File: config.mk
export PLATFORM = sky130hd
export DESIGN_NAME = letter_pool
export DESIGN_NICKNAME = d
export VERILOG_FILES = /design/src/rtl/typing_pkg.sv /design/src/rtl/slot_picker.sv /design/src/rtl/letter_pool.sv
export SDC_FILE = /design/constraint.sdc
export NUM_CORES = 1
export LEC_CHECK = 0
export CORE_MARGIN = 2
export CORE_UTILIZATION = 45
export DETAILED_ROUTE_END_ITERATION = 7
export PLACE_DENSITY = 0.61
export SYNTH_ARGS = -nofsm -noshare
export SYNTH_HDL_FRONTEND = slang
export SYNTH_SLANG_ARGS = --single-unit
File: constraint.sdc
create_clock -name clk -period 48.5 [get_ports clk]
set_input_delay 12.125 -clock clk [delete_from_list [all_inputs] [get_ports clk]]
set_output_delay 12.125 -clock clk [all_outputs]
set_load 0.005 [all_outputs]
File: src/rtl/typing_pkg.sv
// typing_pkg: shared sizes and the letter slot record for the falling-letter pool
package typing_pkg;
    localparam int NSLOTS  = 8;
    localparam int X_LIMIT = 440;
    localparam int CH_W    = 8;
    localparam int X_W     = 9;
    localparam int Y_W     = 10;
    localparam int SPD_W   = 3;

    typedef struct packed {
        logic             valid;
        logic [CH_W-1:0]  ch;
        logic [SPD_W-1:0] speed;
        logic [X_W-1:0]   x;
        logic [Y_W-1:0]   y;
    } slot_t;
endpackage

File: src/rtl/slot_picker.sv
// slot_picker: picks the masked slot with the largest x, lowest index on a tie
module slot_picker
    import typing_pkg::*;
#(
    parameter int N  = NSLOTS,
    parameter int IW = $clog2(N)
) (
    input  logic [N-1:0]          mask,
    input  logic [N-1:0][X_W-1:0] xs,
    output logic [IW-1:0]         idx,
    output logic                  found
);
    // strict compare keeps the earliest index when x values are equal
    always_comb begin
        idx   = '0;
        found = 1'b0;
        for (int i = 0; i < N; i++) begin
            if (mask[i] && (!found || xs[i] > xs[idx])) begin
                idx   = IW'(i);
                found = 1'b1;
            end
        end
    end
endmodule

File: src/rtl/letter_pool.sv
// letter_pool: slot pool of falling letters with key matching, per-frame advance and scoring
module letter_pool
    import typing_pkg::*;
#(
    parameter int NSLOTS  = typing_pkg::NSLOTS,
    parameter int X_LIMIT = typing_pkg::X_LIMIT,
    parameter int CNT_W   = 16
) (
    input  logic                      clk,
    input  logic                      rst_n,
    input  logic                      spawn,
    input  logic [7:0]                spawn_ch,
    input  logic [2:0]                spawn_speed,
    input  logic [8:0]                spawn_x,
    input  logic [9:0]                spawn_y,
    input  logic                      frame_tick,
    input  logic                      key_valid,
    input  logic [7:0]                key_code,
    input  logic [$clog2(NSLOTS)-1:0] rd_slot,
    output logic                      rd_valid,
    output logic [7:0]                rd_ch,
    output logic [8:0]                rd_x,
    output logic [9:0]                rd_y,
    output logic                      hit,
    output logic                      wrong,
    output logic                      miss,
    output logic                      overflow,
    output logic                      full,
    output logic [CNT_W-1:0]          score,
    output logic [CNT_W-1:0]          misses
);
    localparam int IW = $clog2(NSLOTS);
    localparam int CW = $clog2(NSLOTS + 1);

    slot_t [NSLOTS-1:0]          slots_q, slots_d;
    logic                        hit_q, hit_d, wrong_q, wrong_d, miss_q, miss_d;
    logic                        overflow_q, overflow_d, full_q, full_d;
    logic [CNT_W-1:0]            score_q, score_d, misses_q, misses_d;
    logic [NSLOTS-1:0]           valid_v, match_v;
    logic [NSLOTS-1:0][X_W-1:0]  xs;
    logic [IW-1:0]               win_idx, free_idx;
    logic                        win_found, free_found;
    logic [CW-1:0]               miss_cnt;
    logic [X_W:0]                nx;
    logic [CNT_W:0]              miss_sum;

    // per-slot views feeding the key-match and free-slot searches
    always_comb begin
        for (int i = 0; i < NSLOTS; i++) begin
            valid_v[i] = slots_q[i].valid;
            match_v[i] = slots_q[i].valid && slots_q[i].ch == key_code;
            xs[i]      = slots_q[i].x;
        end
    end

    slot_picker #(.N(NSLOTS), .IW(IW)) u_win (
        .mask(match_v), .xs(xs), .idx(win_idx), .found(win_found)
    );

    // all x equal turns the picker into a lowest-free-index search
    slot_picker #(.N(NSLOTS), .IW(IW)) u_free (
        .mask(~valid_v), .xs('0), .idx(free_idx), .found(free_found)
    );

    // key retires the winner, tick advances the rest, spawn fills a slot free at cycle start
    always_comb begin
        slots_d    = slots_q;
        hit_d      = 1'b0;
        wrong_d    = 1'b0;
        overflow_d = 1'b0;
        score_d    = score_q;
        miss_cnt   = '0;
        nx         = '0;
        if (key_valid && win_found) begin
            slots_d[win_idx].valid = 1'b0;
            hit_d   = 1'b1;
            score_d = (&score_q) ? score_q : score_q + CNT_W'(1);
        end else if (key_valid) begin
            wrong_d = 1'b1;
        end
        if (frame_tick) begin
            for (int i = 0; i < NSLOTS; i++) begin
                if (slots_q[i].valid && !(key_valid && win_found && win_idx == IW'(i))) begin
                    nx = {1'b0, slots_q[i].x} + (X_W+1)'(slots_q[i].speed);
                    if (nx >= (X_W+1)'(X_LIMIT)) begin
                        slots_d[i].valid = 1'b0;
                        miss_cnt = miss_cnt + CW'(1);
                    end else begin
                        slots_d[i].x = nx[X_W-1:0];
                    end
                end
            end
        end
        if (spawn && free_found) begin
            slots_d[free_idx] = '{valid: 1'b1, ch: spawn_ch, speed: spawn_speed, x: spawn_x, y: spawn_y};
        end else if (spawn) begin
            overflow_d = 1'b1;
        end
        miss_sum = {1'b0, misses_q} + (CNT_W+1)'(miss_cnt);
        misses_d = miss_sum[CNT_W] ? '1 : miss_sum[CNT_W-1:0];
        miss_d   = miss_cnt != '0;
        full_d   = 1'b1;
        for (int i = 0; i < NSLOTS; i++) begin
            full_d = full_d & slots_d[i].valid;
        end
    end

    // state and pulse registers, cleared by synchronous reset
    always_ff @(posedge clk) begin
        if (!rst_n) begin
            slots_q    <= '0;
            hit_q      <= 1'b0;
            wrong_q    <= 1'b0;
            miss_q     <= 1'b0;
            overflow_q <= 1'b0;
            full_q     <= 1'b0;
            score_q    <= '0;
            misses_q   <= '0;
        end else begin
            slots_q    <= slots_d;
            hit_q      <= hit_d;
            wrong_q    <= wrong_d;
            miss_q     <= miss_d;
            overflow_q <= overflow_d;
            full_q     <= full_d;
            score_q    <= score_d;
            misses_q   <= misses_d;
        end
    end

    assign rd_valid = slots_q[rd_slot].valid;
    assign rd_ch    = slots_q[rd_slot].ch;
    assign rd_x     = slots_q[rd_slot].x;
    assign rd_y     = slots_q[rd_slot].y;
    assign hit      = hit_q;
    assign wrong    = wrong_q;
    assign miss     = miss_q;
    assign overflow = overflow_q;
    assign full     = full_q;
    assign score    = score_q;
    assign misses   = misses_q;
endmodule

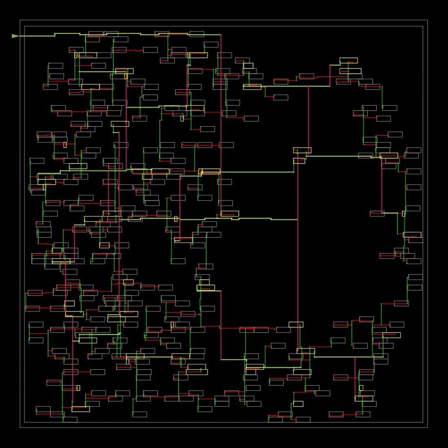
Fig. 1. Clock wiring as the flow saved it.
Inserted Clock Buffers: 34
final worst clock skew: 0.02409 ns
clock distribution power: 0.000261 W
number of clock sinks: 285

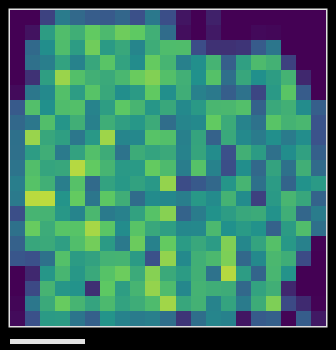
Fig. 2. Cell density map.
The bar under the picture is 50 um long. 21 x 21 tiles, from dark purple (low) to yellow (high), 0 to 100% covered.
The emptiest ninth of the die: north-east. 8.8% of the tiles are nearly empty. The fullest tile reaches 90%. The mean over all tiles is 47%. 7.9% of the tiles are over 75% full.
Util after Layout: 51.29%
core utilization before placement: 45.58%
standard cell core area: 41,850 um2

==> PnR_summary.wiki <==
=== Physical design figures ===
{| class="wikitable"
! Metric !! Value
|-
| Setup Slack @ Placement || 13.28 ns
|-
| Final setup fails || 0
|-
| Slew at the pin with the worst max-slew slack || 1.128 ns
|-
| Slowest stage cell on the critical path || sky130_fd_sc_hd__nand2b_1
|-
| Max Fclk || 28.46 MHz
|-
| Via density per instance || 5.949
|-
| Number of flip-flops under the largest register name || 248
|-
| Dominant register cell || sky130_fd_sc_hd__dfxtp_1
|-
| Worst path depth || 97
|-
| Dominant cell by count in the synthesized netlist || sky130_fd_sc_hd__nand2_1
|-
| Sum of met3 wire segment lengths after detailed routing || 4.999 mm
|-
| Number of post-CTS setup repair buffers || 0
|-
| Final total negative setup slack || 0 ns
|-
| Initial antenna violation count || 1
|-
| Synth async-reset ratio || 0%
|-
| Worst Slack Setup Final || 13.36 ns
|-
| Hold Crit Class || reg2reg
|-
| Area Overhead vs Synth || 12.53%
|-
| RSZ-0062 raised after global routing || no
|-
| TritonCTS clock tree || yes
|-
| Reg2reg end || misses[0]$_SDFF_PN0_
|-
| Routing usage on met1 || 39.25%
|-
| Final Power || 0.0005739 W
|-
| Main logic family after synthesis || simple AND/OR/NAND/NOR gates
|-
| Lkg Pwr || 7.749 nW
|-
| Placement row count || 75
|-
| Height of the die || 209.9 um
|-
| Adders+Majority by Area || 7.490%
|-
| Fraction of layout instances using a drive strength above 1 || 9.279%
|-
| Launch point of the worst hold path || slots_q[195]$_SDFFE_PN0P_
|-
| Hold path endpoint || slots_q[195]$_SDFFE_PN0P_
|-
| Number of buffers between clock root and the deepest sink || 3
|-
| Hold buffers post-CTS || 0
|-
| Final instance area || 21,470 um2
|-
| Most frequent standard cell in the layout excluding fill and tap cells || sky130_fd_sc_hd__nand2_1
|-
| Mapped Cells || 2,395
|-
| Xor/xnor share of the synthesized area || 7.601%
|-
| Die span in x || 209.9 um
|-
| Number of I/O pins || 111
|-
| Met2 track utilization from global routing || 47.31%
|-
| Slowest cell delay on critical path || 0.88 ns
|-
| Number of warnings in the stage logs || 28
|-
| 1st-pass router iterations || 6
|-
| Rel. slew slack || 24.78%
|-
| Share of synthesized area spent on multiplexers || 10.75%
|-
| PostCTS Resize Cnt || 0
|-
| Most instantiated logic cells after routing || 493 x sky130_fd_sc_hd__nand2_1, 285 x sky130_fd_sc_hd__dfxtp_1, 268 x sky130_fd_sc_hd__a21oi_1
|-
| Category of the critical setup timing path || in2reg
|-
| Antenna fix cells || 0
|-
| Outcome || finished clean
|-
| Highest routed metal layer || met5
|-
| DP Area || 20,350 um2
|-
| Count of cells along the worst hold path || 2
|-
| Number of flip-flops and latches in the synthesized netlist || 285
|-
| Clock period minus worst slack || 35.14 ns
|}
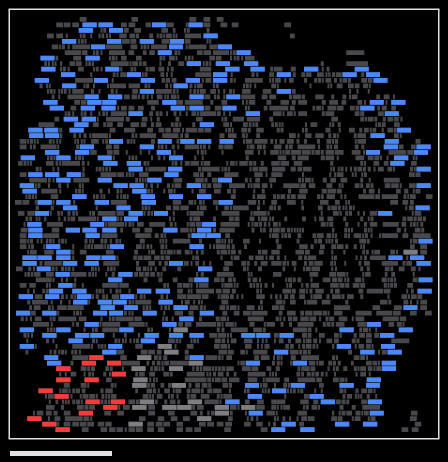
Fig. 3. Sequential cells grouped by signal name.
The bar under the picture is 50 um long. Other sequential cells in the stronger gray, the rest of the logic in the fainter gray.
score: in red, placed flops 16, where south-west. slots_q: in blue, placed flops 248, where spread over the die.
Another 21 sequential cells are not colored.
share of the final layout cell area in sequential cells: 26.58%
Seq power: 0.000245 W

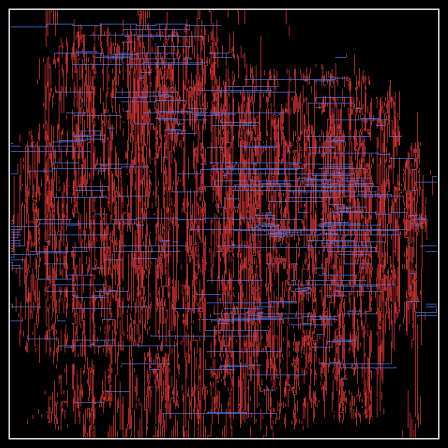
Fig. 4. Signal wires by layer.
Only two layers are drawn.
met2: in red, wire length 29.9 mm. met3: in blue, wire length 5,000 um.
total global routing track utilization: 29.42%
average wire per cell in the routed design: 22.09 um
wirelength, routed: 65.23 mm
number of vias in the routed layout: 17.57k

## cells by family after synthesis
| group | Yosys count |
|---|---|
| xor gates and xnor gates | 154 |
| buffers and inverters | 252 |
| adders and majority gates | 109 |
| muxes | 130 |
| DFF | 285 |
| AOI/OAI and AO/OA | 553 |
| and+or+nand+nor | 912 |
## area by class of cell
cell class | count | area, um2 | area share [%]
multi-input cells | 1858 | 12390 | 57.73
well taps | 539 | 674.4 | 3.141
clock buffers | 54 | 1016 | 4.732
repair buffers | 136 | 1284 | 5.980
inverters | 75 | 289.0 | 1.346
clock inverters | 6 | 106.4 | 0.4954
flip-flops and latches | 285 | 5705 | 26.58
## power breakdown
part	internal [W]	switching (W)	total, W
logic	0.0000269	0.0000408	0.0000677
clock network	0.000155	0.000106	0.000261
registers	0.000238	0.00000667	0.000245
Power figures rest on the tool's default switching activity, not on a simulated workload.
